==> config.mk <==
export PLATFORM = sky130hd
export DESIGN_NAME = niu_sii_req_tx
export DESIGN_NICKNAME = d
export VERILOG_FILES = /design/src/rtl/niu_sii_req_tx.sv
export SDC_FILE = /design/constraint.sdc
export NUM_CORES = 2
export LEC_CHECK = 0
export ABC_AREA = 1
export CAP_MARGIN = 10
export CORE_AREA = 2 2 313 284
export DETAILED_ROUTE_END_ITERATION = 8
export DIE_AREA = 0 0 315 286
export PLACE_DENSITY = 0.7
export SETUP_SLACK_MARGIN = 0.1
export SYNTH_ARGS = -nofsm -noshare
export SYNTH_HDL_FRONTEND = slang
export SYNTH_SLANG_ARGS = --single-unit
==> constraint.sdc <==
create_clock -name iol2clk -period 4.3 [get_ports iol2clk]
set_clock_uncertainty 0.05 [all_clocks]
set_input_delay 0.86 -clock iol2clk [delete_from_list [all_inputs] [get_ports iol2clk]]
set_output_delay 0.86 -clock iol2clk [all_outputs]
set_load 0.02 [all_outputs]
==> images/met4.png <==
Scale bar: 100 um. Supply wires on this layer in gray.
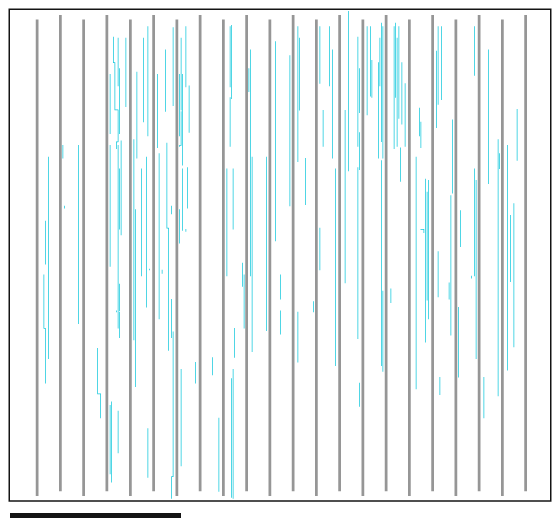
longest straight run: 150 um
share of all routed wire: 5.2%
main direction: vertical
nets with wire on the layer: 103
wire length on this layer: 6690 um
overall routed net length: 127900 um
vias: 37638

==> images/met1.png <==
Scale bar: 100 um. Supply wires on this layer in gray.
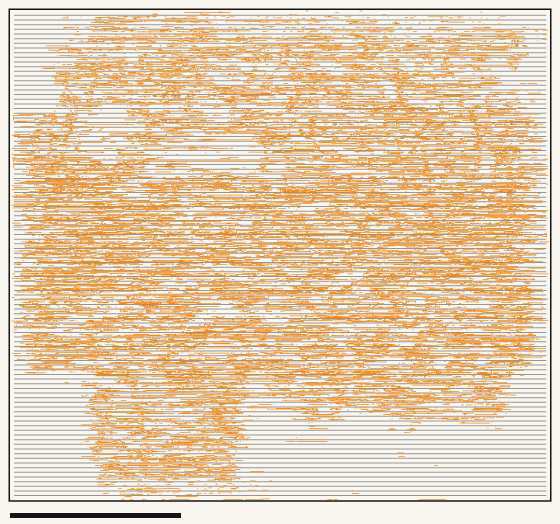
main direction: horizontal
wire length on this layer: 50.7 mm
longest straight run: 78.0 um
share of all routed wire: 40%
met1 Use GR: 33.04%

==> run notes <==
The Yosys chip area was 0.03882 sq mm. The via-per-instance ratio was 5.234; the post-synth design cell area was 0.03882 sq mm. The number of global-route vias before repair was 34607; the y dimension of the die was 286 um. The number of flip-flops in the largest register was 512; the met3 usage in global routing was 4.154%.

The tools report the number of remaining DRC errors as 0. The commonest cells after synthesis are nand2_1 (1580), dfxtp_1 (877), a21oi_1 (804). Combinational cells consume a total of 0.00236 W.

The later pin in the worst-skew pair is clocked with a latency of 660 ps. The power density over cell area was 413.1 mW/mm^2. With the number of CTS-inserted buffers at 92, the placed cell count is 6999. Per the area breakdown, the dominant cell category is flip-flops and latches.

Fraction of registers with async set or reset after synthesis: 0%. Counting cells, the worst reg-to-reg path comes to 17. The synthesis log from Yosys contains 0 warnings. The run gives 0.01435 W for the internal cell power.

In the log, the iteration count for the first detailed-route pass is 6. When the netlist entered floorplanning its net count stood at 6065. After floorplanning, the die was sized to cover 0.09009 sq mm.

The number of max-capacitance violations reported is 0. Recorded from the global router log, the overflow total was 0. The run gives 197000 um as the global-route wire length before repair.

Per the STA report, the cell with the highest stage delay on the worst path is clkdlybuf4s50_1. The run gives 141 for the clock buffer instance count of the final layout. The tightest hold path in the finished design has a slack of 398.7 ps. Clock cells make up 6.933% of the layout cell area.

The count of inverters not on the clock network in the layout works out to 666. The design draws 0.01944 W. The most utilized layer in the global route result was met2. The cell taking the most area after synthesis was dfxtp_1. The xor-xnor portion of the synthesized cell area came out at 0.1354%. Per the log, the first TritonRoute iteration ended with a DRC count of 3152. The run finished with clean final reports. At the pin with the least slew margin, the transition time is 1087 ps. In the final routed layout, each cell accounts on average for 17.79 um. For the sequential cell area, the log shows 0.01756 sq mm. Counting instances, the worst hold path has a depth of 2. STA classifies the critical path endpoint as an output pin. For the part of the total power dissipated in the clock network, the log shows 43.8%. The combinational family with the most area after synthesis was simple AND/OR/NAND/NOR gates.

Pin placement for this block handled 439 I/O pins. For this run, the script counts the antenna cells in the layout as 21. The met2 capacity usage during global routing was 47.75%; the mux contribution to synthesized area was 0%.

Once the clock tree was built, the resizer swapped 0 gates to a different size. The CTS log lists the clock sinks for this run as 877. 3811 cells are multi-input combinational gates.

The largest delay contributor family on the critical path is buffers and inverters. Per the synthesis report, the single largest cell type by area occupies 45.22% of cell area. The maximum VDD drop is 314.4 uV. In the power breakdown, the biggest contributor is registers. The fraction of cell area in sequential cells is reported as 37.32%.

The H-tree was split into 3 levels. Share of synthesized cell area in and, or, nand and nor gates: 25.18%. The main area contributors are dfxtp_1 (45%), nand2_1 (15%), a21oi_1 (10%). The predominant post-synthesis flop cell is dfxtp_1. Warnings raised by the tools during the run amount to 73. TritonCTS built the clock tree.

The tools report the floorplan row count as 103. The count of flip-flops with a built-in enable after synthesis is 0. At the floorplan stage, the core utilization is reported as 44.63%. The register-to-register setup slack was 1040 ps. After layout, the worst setup slack is 614.2 ps. The run gives 271.3 MHz as the achievable frequency. With the total of hold buffers inserted after clock tree synthesis at 0, the number of synthesized register bits is 877. Looking at the post-CTS report, the setup buffer insertion count equals 0.

The logs give 27.57% for the tightest slew margin relative to the limit and 0.04707 sq mm for the post-route cell area. The tools report the startpoint type of the worst setup path as a register. Per the synthesis report, the adder-cell share of the synthesized area is 0.4254%.

The data arrival time reported for the critical path is 2780 ps. The total placed instance area came out at 0.04375 sq mm. Endpoints with negative setup slack in the final report add up to 0.

Entering global routing, the biggest net connects 231 pins. Setup repair after global routing left no endpoint under its margin. Signal routing reaches up to met5. Power in the clock group: 0.00852 W.

The switching power share of the total was 26.18%; the core footprint was 0.08699 sq mm. Sequential power for this build is 0.00857 W. The number of cells reported by Yosys stat comes to 5773.

Counting along the longest clock path gives a buffer depth of 3. The run gives 6230 as the final net count. The most common logic cell in the routed design is nand2_1. The detailed router put a total of 50720 um of wire on met1.

The post-synthesis to final-layout area growth was 21.24%; the remaining antenna violation count after routing was 0. In the detailed route, the total length drawn on met2 is 63420 um. The power report puts the leakage power at 19.42 nW.

The logic depth of the worst setup path including buffers came out at 5. The sequential power share came out at 44.1%. By startpoint and endpoint, the worst setup path is classified as register to output pin. Per the layout report, the design carries 8463 filler cells.

Once layout is complete, the utilization of the core stands at 54.11%. In the Yosys stats the netlist draws on 28 distinct library cells. With the post-synthesis area per instance at 6.725 sq um, the non-clock buffer share of cell area is 10.76%. In this run the power spent charging and discharging nets is 0.005090 W. Global routing consumed, over all layers together, 27.62% of the routing resources. The share of the clock period used by the worst path after layout is 85.72%, and the multi-input logic portion of the cell area is 36.45%.

The worst path needs 3686 ps of the cycle, external delays included. With the largest stage delay on the critical path at 720 ps, the clock-pin slew reported for the worst setup and hold paths after clock tree synthesis is 60 ps. The post-synthesis compound-gate area fraction is 18.24%, and the detailed placer's ending HPWL is 82160 um. Cells with a size suffix above 1 make up 4.106% of the layout. Of the total power, combinational logic draws 12.1%. Ranking logic cells in the layout by count gives the top entries nand2_1 (1574), dfxtp_1 (875), a21oi_1 (804), inv_1 (641), o21ai_0 (536). Looking at the clock tree report, the root buffer type is clkbuf_16. Per the timing report, the biggest fanout along the worst path comes to 57. The final layout report lists a non-clock buffer count of 490. The final timing report lists a max-slew violation count of 0.

The well tap count is 1155, and the post-placement worst setup slack is 1100 ps. The number of input and output port buffers inserted was 437; the die extent in x was 315 um. The buffers plus inverters on the worst setup path came out at 3. The final report lists a non-filler cell total of 7191.

The sum of negative setup slack is 0 ps. For the initial antenna violation count, the log shows 28. The required time reported for the critical path endpoint is 3390 ps. The share of the Yosys chip area taken by registers is 45.22%. The signal on the critical path passes through nor2_4, buf_12, inv_1, nor3_1, clkdlybuf4s50_1. The layout report lists the multi-input gate area as 0.01716 sq mm. Note that the worst hold path type here is register to register. After detailed routing, the met3 layer carries 7027 um of wire. In the post-synthesis netlist, the cell with the most instances is nand2_1.
Power figures rest on the tool's default switching activity, not on a simulated workload.
